$ cat config.mk
export PLATFORM = sky130hd
export DESIGN_NAME = snes_osd_menu
export DESIGN_NICKNAME = d
export VERILOG_FILES = /design/src/rtl/snes_osd_menu_pkg.sv /design/src/rtl/snes_pad_edge.sv /design/src/rtl/snes_osd_menu.sv
export SDC_FILE = /design/constraint.sdc
export NUM_CORES = 1
export LEC_CHECK = 0
export CORE_AREA = 2 2 83 85
export CTS_BUF_LIST = sky130_fd_sc_hd__clkbuf_16
export CTS_CLUSTER_SIZE = 40
export DETAILED_ROUTE_END_ITERATION = 10
export DIE_AREA = 0 0 85 87
export HOLD_SLACK_MARGIN = 0.02
export PLACE_DENSITY = 0.51
export SETUP_SLACK_MARGIN = 0.2
export SLEW_MARGIN = 20
export SYNTH_ARGS = -nofsm -noshare
export SYNTH_HDL_FRONTEND = slang
export SYNTH_SLANG_ARGS = --single-unit
$ cat constraint.sdc
create_clock -name CLK_i -period 4 [get_ports CLK_i]
set_input_delay 1 -clock CLK_i [delete_from_list [all_inputs] [get_ports CLK_i]]
set_output_delay 1 -clock CLK_i [all_outputs]
set_load 0.05 [all_outputs]
$ cat src/rtl/snes_osd_menu_pkg.sv
// Shared definitions for the OSD menu: state encodings, pad bit indices,
// item rows, setting limits/reset values and small step helpers.
package snes_osd_menu_pkg;

    typedef enum logic [2:0] {
        ST_HIDDEN,
        ST_ARM,
        ST_WAIT_OPEN,
        ST_MENU,
        ST_WAIT_CLOSE
    } menu_state_e;

    localparam int unsigned BTN_B      = 0;
    localparam int unsigned BTN_SELECT = 2;
    localparam int unsigned BTN_START  = 3;
    localparam int unsigned BTN_UP     = 4;
    localparam int unsigned BTN_DOWN   = 5;
    localparam int unsigned BTN_LEFT   = 6;
    localparam int unsigned BTN_RIGHT  = 7;
    localparam int unsigned BTN_A      = 8;
    localparam int unsigned BTN_L      = 10;
    localparam int unsigned BTN_R      = 11;

    localparam logic [3:0] PAD_ID_STD = 4'hF;

    localparam logic [1:0] ROW_BRIGHT   = 2'd0;
    localparam logic [1:0] ROW_REGION   = 2'd1;
    localparam logic [1:0] ROW_SCANLINE = 2'd2;
    localparam logic [1:0] ROW_RESET    = 2'd3;

    localparam logic [3:0] BRIGHT_LIMIT   = 4'd15;
    localparam logic [3:0] BRIGHT_RST     = 4'd15;
    localparam logic [1:0] REGION_LIMIT   = 2'd2;
    localparam logic [1:0] REGION_RST     = 2'd0;
    localparam logic [1:0] SCANLINE_LIMIT = 2'd3;
    localparam logic [1:0] SCANLINE_RST   = 2'd0;

    function automatic logic open_combo(input logic [11:0] p);
        return p[BTN_L] & p[BTN_R] & p[BTN_SELECT] & p[BTN_START];
    endfunction

    function automatic logic [3:0] step_sat4(input logic [3:0] v, input logic [3:0] lim,
                                             input logic inc, input logic dec);
        logic [3:0] r;
        r = v;
        if (inc && (v < lim)) r = v + 4'd1;
        else if (dec && (v != 4'd0)) r = v - 4'd1;
        return r;
    endfunction

    function automatic logic [1:0] step_sat2(input logic [1:0] v, input logic [1:0] lim,
                                             input logic inc, input logic dec);
        logic [1:0] r;
        r = v;
        if (inc && (v < lim)) r = v + 2'd1;
        else if (dec && (v != 2'd0)) r = v - 2'd1;
        return r;
    endfunction

endpackage

$ cat src/rtl/snes_pad_edge.sv
// Pad word decoder: pressed/new-press vectors and Left/Right repeat strobes.
// Repeat logic exists only when SNES_OSD_MENU_AUTOREPEAT_EN is defined.
module snes_pad_edge
    import snes_osd_menu_pkg::*;
#(
    parameter int unsigned REPEAT_DELAY = 20,
    parameter int unsigned REPEAT_RATE  = 4
) (
    input  logic        clk_i,
    input  logic        rst_i,
    input  logic [15:0] pad_i,
    input  logic        pad_valid_i,
    input  logic        rep_clr_i,
    output logic [11:0] pressed_o,
    output logic [11:0] new_o,
    output logic        rep_left_o,
    output logic        rep_right_o
);

    logic [11:0] prev_q, prev_d;

    // Non-standard or absent pads read as nothing pressed.
    assign pressed_o = (pad_i[15:12] == PAD_ID_STD) ? ~pad_i[11:0] : 12'h000;
    assign new_o     = pressed_o & ~prev_q;

    always_comb begin
        prev_d = prev_q;
        if (pad_valid_i) prev_d = pressed_o;
    end

    always_ff @(posedge clk_i) begin
        if (rst_i) prev_q <= 12'h000;
        else       prev_q <= prev_d;
    end

`ifdef SNES_OSD_MENU_AUTOREPEAT_EN
    localparam logic [7:0] DELAY_W  = 8'(REPEAT_DELAY);
    localparam logic [7:0] RELOAD_W = 8'(REPEAT_DELAY - REPEAT_RATE);

    logic [7:0] rep_q, rep_d;
    logic       rep_fire;

    // Counts accepted words since the last restart; a restart is a fresh
    // L/R press, both/neither held, or a cursor move.
    always_comb begin
        rep_d    = rep_q;
        rep_fire = 1'b0;
        if (pad_valid_i) begin
            if (rep_clr_i || new_o[BTN_LEFT] || new_o[BTN_RIGHT] ||
                !(pressed_o[BTN_LEFT] ^ pressed_o[BTN_RIGHT])) begin
                rep_d = 8'd0;
            end else if (rep_q + 8'd1 == DELAY_W) begin
                rep_fire = 1'b1;
                rep_d    = RELOAD_W;
            end else begin
                rep_d = rep_q + 8'd1;
            end
        end
    end

    always_ff @(posedge clk_i) begin
        if (rst_i) rep_q <= 8'd0;
        else       rep_q <= rep_d;
    end

    assign rep_left_o  = rep_fire & pressed_o[BTN_LEFT];
    assign rep_right_o = rep_fire & pressed_o[BTN_RIGHT];
`else
    logic unused_rep;
    assign unused_rep  = rep_clr_i ^ (REPEAT_DELAY != REPEAT_RATE);
    assign rep_left_o  = 1'b0;
    assign rep_right_o = 1'b0;
`endif

endmodule

$ cat src/rtl/snes_osd_menu.sv
// OSD menu controller: open/navigate/edit/close FSM driven by the pad word.
// Optional Left/Right auto-repeat: define SNES_OSD_MENU_AUTOREPEAT_EN.
module snes_osd_menu
    import snes_osd_menu_pkg::*;
#(
    parameter int unsigned HOLD_FRAMES  = 8,
    parameter int unsigned REPEAT_DELAY = 20,
    parameter int unsigned REPEAT_RATE  = 4
) (
    input  logic        CLK_i,
    input  logic        RST_i,
    input  logic [15:0] PAD_i,
    input  logic        PAD_VALID_i,
    output logic        OSD_EN_o,
    output logic [1:0]  CURSOR_o,
    output logic [3:0]  BRIGHT_MAX_o,
    output logic [1:0]  REGION_o,
    output logic [1:0]  SCANLINE_o,
    output logic        RST_REQ_o
);

    localparam logic [7:0] HOLD_W = 8'(HOLD_FRAMES);

    menu_state_e state_q, state_d;
    logic [7:0]  hold_q, hold_d;
    logic        osd_en_q, osd_en_d;
    logic [1:0]  cursor_q, cursor_d;
    logic [3:0]  bright_q, bright_d;
    logic [1:0]  region_q, region_d;
    logic [1:0]  scanline_q, scanline_d;
    logic        rst_req_q, rst_req_d;

    logic [11:0] pressed, new_press;
    logic        rep_left, rep_right, rep_clr;
    logic        move_up, move_dn, step_inc, step_dec;
    logic        unused_bits;

    snes_pad_edge #(
        .REPEAT_DELAY(REPEAT_DELAY),
        .REPEAT_RATE (REPEAT_RATE)
    ) u_pad_edge (
        .clk_i      (CLK_i),
        .rst_i      (RST_i),
        .pad_i      (PAD_i),
        .pad_valid_i(PAD_VALID_i),
        .rep_clr_i  (rep_clr),
        .pressed_o  (pressed),
        .new_o      (new_press),
        .rep_left_o (rep_left),
        .rep_right_o(rep_right)
    );

    assign unused_bits = ^new_press;
    assign move_up  = new_press[BTN_UP] & ~new_press[BTN_DOWN];
    assign move_dn  = new_press[BTN_DOWN] & ~new_press[BTN_UP];
    assign step_inc = (new_press[BTN_RIGHT] | rep_right) & ~(new_press[BTN_LEFT] | rep_left);
    assign step_dec = (new_press[BTN_LEFT] | rep_left) & ~(new_press[BTN_RIGHT] | rep_right);
    // A cursor move restarts the repeat timer so a held direction does not
    // immediately step the newly selected item.
    assign rep_clr  = PAD_VALID_i && (state_q == ST_MENU) && !new_press[BTN_B] &&
                      (move_up || move_dn);

    always_comb begin
        state_d    = state_q;
        hold_d     = hold_q;
        osd_en_d   = osd_en_q;
        cursor_d   = cursor_q;
        bright_d   = bright_q;
        region_d   = region_q;
        scanline_d = scanline_q;
        rst_req_d  = 1'b0;
        if (PAD_VALID_i) begin
            unique case (state_q)
                ST_HIDDEN: begin
                    if (open_combo(pressed)) begin
                        hold_d  = 8'd1;
                        state_d = (HOLD_W <= 8'd1) ? ST_WAIT_OPEN : ST_ARM;
                    end
                end
                ST_ARM: begin
                    if (open_combo(pressed)) begin
                        hold_d = hold_q + 8'd1;
                        if (hold_q + 8'd1 >= HOLD_W) state_d = ST_WAIT_OPEN;
                    end else begin
                        hold_d  = 8'd0;
                        state_d = ST_HIDDEN;
                    end
                end
                ST_WAIT_OPEN: begin
                    if (pressed == 12'h000) begin
                        state_d  = ST_MENU;
                        hold_d   = 8'd0;
                        osd_en_d = 1'b1;
                        cursor_d = 2'd0;
                    end
                end
                ST_MENU: begin
                    if (new_press[BTN_B]) begin
                        state_d = ST_WAIT_CLOSE;
                    end else begin
                        if (move_up)      cursor_d = cursor_q - 2'd1;
                        else if (move_dn) cursor_d = cursor_q + 2'd1;
                        case (cursor_q)
                            ROW_BRIGHT:
                                bright_d = step_sat4(bright_q, BRIGHT_LIMIT, step_inc, step_dec);
                            ROW_REGION:
                                region_d = step_sat2(region_q, REGION_LIMIT, step_inc, step_dec);
                            ROW_SCANLINE:
                                scanline_d = step_sat2(scanline_q, SCANLINE_LIMIT, step_inc, step_dec);
                            ROW_RESET: begin
                                if (new_press[BTN_A]) begin
                                    rst_req_d = 1'b1;
                                    state_d   = ST_WAIT_CLOSE;
                                end
                            end
                            default: ;
                        endcase
                    end
                end
                ST_WAIT_CLOSE: begin
                    if (pressed == 12'h000) begin
                        state_d  = ST_HIDDEN;
                        osd_en_d = 1'b0;
                    end
                end
                default: state_d = ST_HIDDEN;
            endcase
        end
    end

    always_ff @(posedge CLK_i) begin
        if (RST_i) begin
            state_q    <= ST_HIDDEN;
            hold_q     <= 8'd0;
            osd_en_q   <= 1'b0;
            cursor_q   <= 2'd0;
            bright_q   <= BRIGHT_RST;
            region_q   <= REGION_RST;
            scanline_q <= SCANLINE_RST;
            rst_req_q  <= 1'b0;
        end else begin
            state_q    <= state_d;
            hold_q     <= hold_d;
            osd_en_q   <= osd_en_d;
            cursor_q   <= cursor_d;
            bright_q   <= bright_d;
            region_q   <= region_d;
            scanline_q <= scanline_d;
            rst_req_q  <= rst_req_d;
        end
    end

    assign OSD_EN_o     = osd_en_q;
    assign CURSOR_o     = cursor_q;
    assign BRIGHT_MAX_o = bright_q;
    assign REGION_o     = region_q;
    assign SCANLINE_o   = scanline_q;
    assign RST_REQ_o    = rst_req_q;

endmodule

==> reports/qor.csv <==
stage,metric,value,unit
status,outcome,"finished, final reports clean",
cells_and_area,antenna cell count,0,
detailed_routing,Routed WL per cell,13.4,um
pwr,internal power,689,uW
final_timing,final period utilization,0.813,
die,Initial Util,0.278,
synthesis,mapped cell area,1830,um2
pwr,leakage,0.829,nW
worst_setup_path,critical path required time,4.16,ns
synthesis,ys cells,223,
clocking,CTS Buf Count,5,
clocking,Hold Buf Count CTS,0,
final_timing,unrepaired setup endpoints after global routing,no,
clocking,Setup Buffers After CTS,0,
worst_setup_path,CP max stage cell,clkdlybuf4s50_1,
worst_setup_path,r2r endpoint,BRIGHT_MAX_o[3],
clocking,Resize count post-CTS,0,
job,Max Cap Viol,0,
synthesis,"Avg Cell Area, Syn",8.19,um2
synthesis,Commonest flop,dfxtp_1,
synthesis,Top cell area share,0.318,
placement,DP HPWL,3350,um
final_timing,final clock skew,0.00816,ns
worst_setup_path,CP Depth,10,
synthesis,Yosys cell types,53,
placement,gp weighted congestion,0.770,
cells_and_area,Layout Nets,281,
worst_setup_path,R2R Setup Slk,1.61,ns
cells_and_area,Area growth syn-to-layout,30.5,%
clocking,clk latency late pin,0.28,ns
final_timing,Max Clk Rate,0.307,GHz
final_timing,Worst slew margin,0.518,
cells_and_area,fraction of layout cells with a size suffix above 1,0.0791,
die,Die W,85,um
pwr,sw power,192,uW
job,total tool warning count,31,
final_timing,Fin Hold WS,0.493,ns
worst_setup_path,Crit path max-delay family,simple AND/OR/NAND/NOR gates,
worst_setup_path,worst r2r src,u_pad_edge.prev_q[7],
worst_setup_path,WP data arrival,3.41,ns
pwr,sequential share of power,0.347,
detailed_routing,drt initial violations,45,
die,Row Count,30,
synthesis,Syn Nets,252,
pwr,pwr dens,370,nW/um2
pwr,maximum vdd ir drop,0.154,mV
final_timing,Slew @ Worst Pin,0.712,ns
global_routing,gr usage total,0.130,
worst_setup_path,Reg2Reg Depth,9,
clocking,root buffer cell,clkbuf_16,
detailed_routing,drc violations,0,
synthesis,biggest area cells,"dfxtp_1 32%, a21oi_1 6.3%, ha_1 6.2%",
global_routing,first-pass GRT wire length,7800,um
die,chip area,7400,um2
[cells in the final DEF, fill, tap and decap left out, types with 5 or more instances in the layout]
master / instances
or3_1: 6
and3_1: 5
clkbuf_16: 5
nand4_1: 6
dfxtp_1: 29
a21oi_1: 23
clkdlybuf4s50_1: 30
nor3_1: 8
nand3_1: 7
o21ai_0: 5
nor2_1: 24
ha_1: 9
nand2_1: 12
xnor2_1: 7
o21ai_1: 7
[final cells by class]
class	count	area, um2
timing repair buffer	32	315
clock buffer	5	125
multi-input combinational	178	1170
fill	677	4190
clock inverter	3	65.1
tap	80	100
sequential	29	581
inverter	6	22.5
[synthesized netlist by cell type (4+ instances only)]
library cell,number
a211o_1,4
a211oi_1,4
a21oi_1,23
and3_1,5
clkbuf_1,5
dfxtp_1,29
ha_1,9
inv_1,4
nand2_1,12
nand3_1,7
nand3b_1,4
nand4_1,6
nor2_1,24
nor3_1,8
o21ai_0,5
o21ai_1,7
or3_1,6
xnor2_1,7
[power groups by stage]
stage | logic (mW) | clock network [mW] | registers [mW]
floorplan | 0.0556 | 0 | 0.309
global placement | 0.0859 | 0 | 0.312
detailed placement | 0.0857 | 0 | 0.311
CTS | 0.0860 | 0.504 | 0.305
global route | 0.0962 | 0.513 | 0.307
finish | 0.0852 | 0.490 | 0.306
[metrics by stage]
step	cells	area, um2	setup WS (ns)
detailed placement	325	2190	0.464
floorplan	223	1830	1.02
finish	333	2380	0.746
CTS	333	2380	0.745
global placement	325	2190	0.505
global route	333	2380	0.634
[tightest hold or removal path: cells and delay by family, from the launching register on]
family / cells / cell delay, ns
AOI/OAI and AO/OA: 1 / 0.07
DFF: 1 / 0.32
and+or+nand+nor: 1 / 0.07
[worst max path at each step]
stage,from,slack (ns),to
after floorplan,PAD_i[7],1.02,BRIGHT_MAX_o[3]
after global placement,PAD_i[7],0.50,BRIGHT_MAX_o[3]
after detailed placement,PAD_i[7],0.46,BRIGHT_MAX_o[3]
after CTS,PAD_i[7],0.75,BRIGHT_MAX_o[3]
after global routing,PAD_i[7],0.63,BRIGHT_MAX_o[3]
final,PAD_i[7],0.75,BRIGHT_MAX_o[3]
[sequential cells by signal, summed over array words and instances (netlist names)]
| name | cells |
|---|---|
| CURSOR_o | 2 |
| SCANLINE_o | 2 |
| hold_q | 8 |
| OSD_EN_o | 1 |
| RST_REQ_o | 1 |
| state_q | 3 |
| REGION_o | 2 |
| BRIGHT_MAX_o | 4 |
| u_pad_edge.prev_q | 6 |
[metal layers]
metal,up-vias,part of all wire,GRT usage
li1,876,-,-
met1,743,0.49,0.168
met2,35,0.46,0.212
met3,4,0.039,0.0313
met4,0,0.0074,0.0462
met5,-,0,0
[cell families (layout without fill, tap and decap cells)]
| logic type | Yosys count | after routing | synth area share |
|---|---|---|---|
| buf+inv | 16 | 46 | 0.0391 |
| flops | 29 | 29 | 0.318 |
| xor+xnor | 10 | 10 | 0.0480 |
| compound gates | 60 | 60 | 0.226 |
| simple gates | 95 | 95 | 0.280 |
| mux | 3 | 3 | 0.0165 |
| fa+ha+maj | 10 | 10 | 0.0727 |
Fig. 1: metal 1
The bar under the picture is 20 um long. Supply wires on this layer in grey.
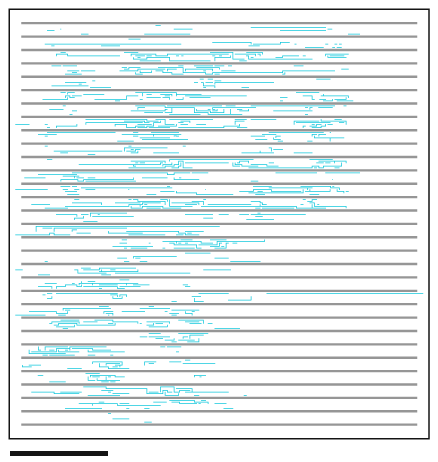
253 nets have wire on it. The wires run mostly horizontal. The layer carries 2,190 um of wire.
WL final: 4470 um
GRT met1 Usage: 0.168
vias after detailed routing: 1,658

Fig. 2: signal wires on met2
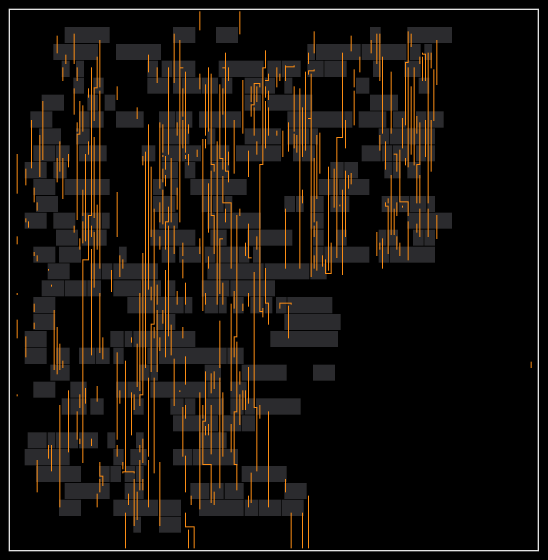
226 nets have wire on it. The layer holds 46% of the routed length. The longest straight run is 34.7 um. The wires run mostly vertical. The layer carries 2,080 um of wire.
met2 usage: 0.212

Fig. 3: the metal 3 layer
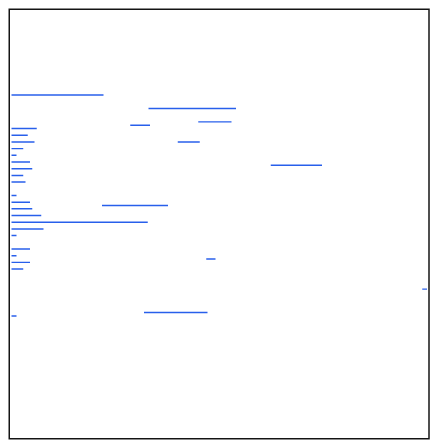
27 nets have wire on it. The layer carries 174 um of wire. The layer holds 3.9% of the routed length.
GR Layer Usage met3: 0.0313

Power figures rest on the tool's default switching activity, not on a simulated workload.
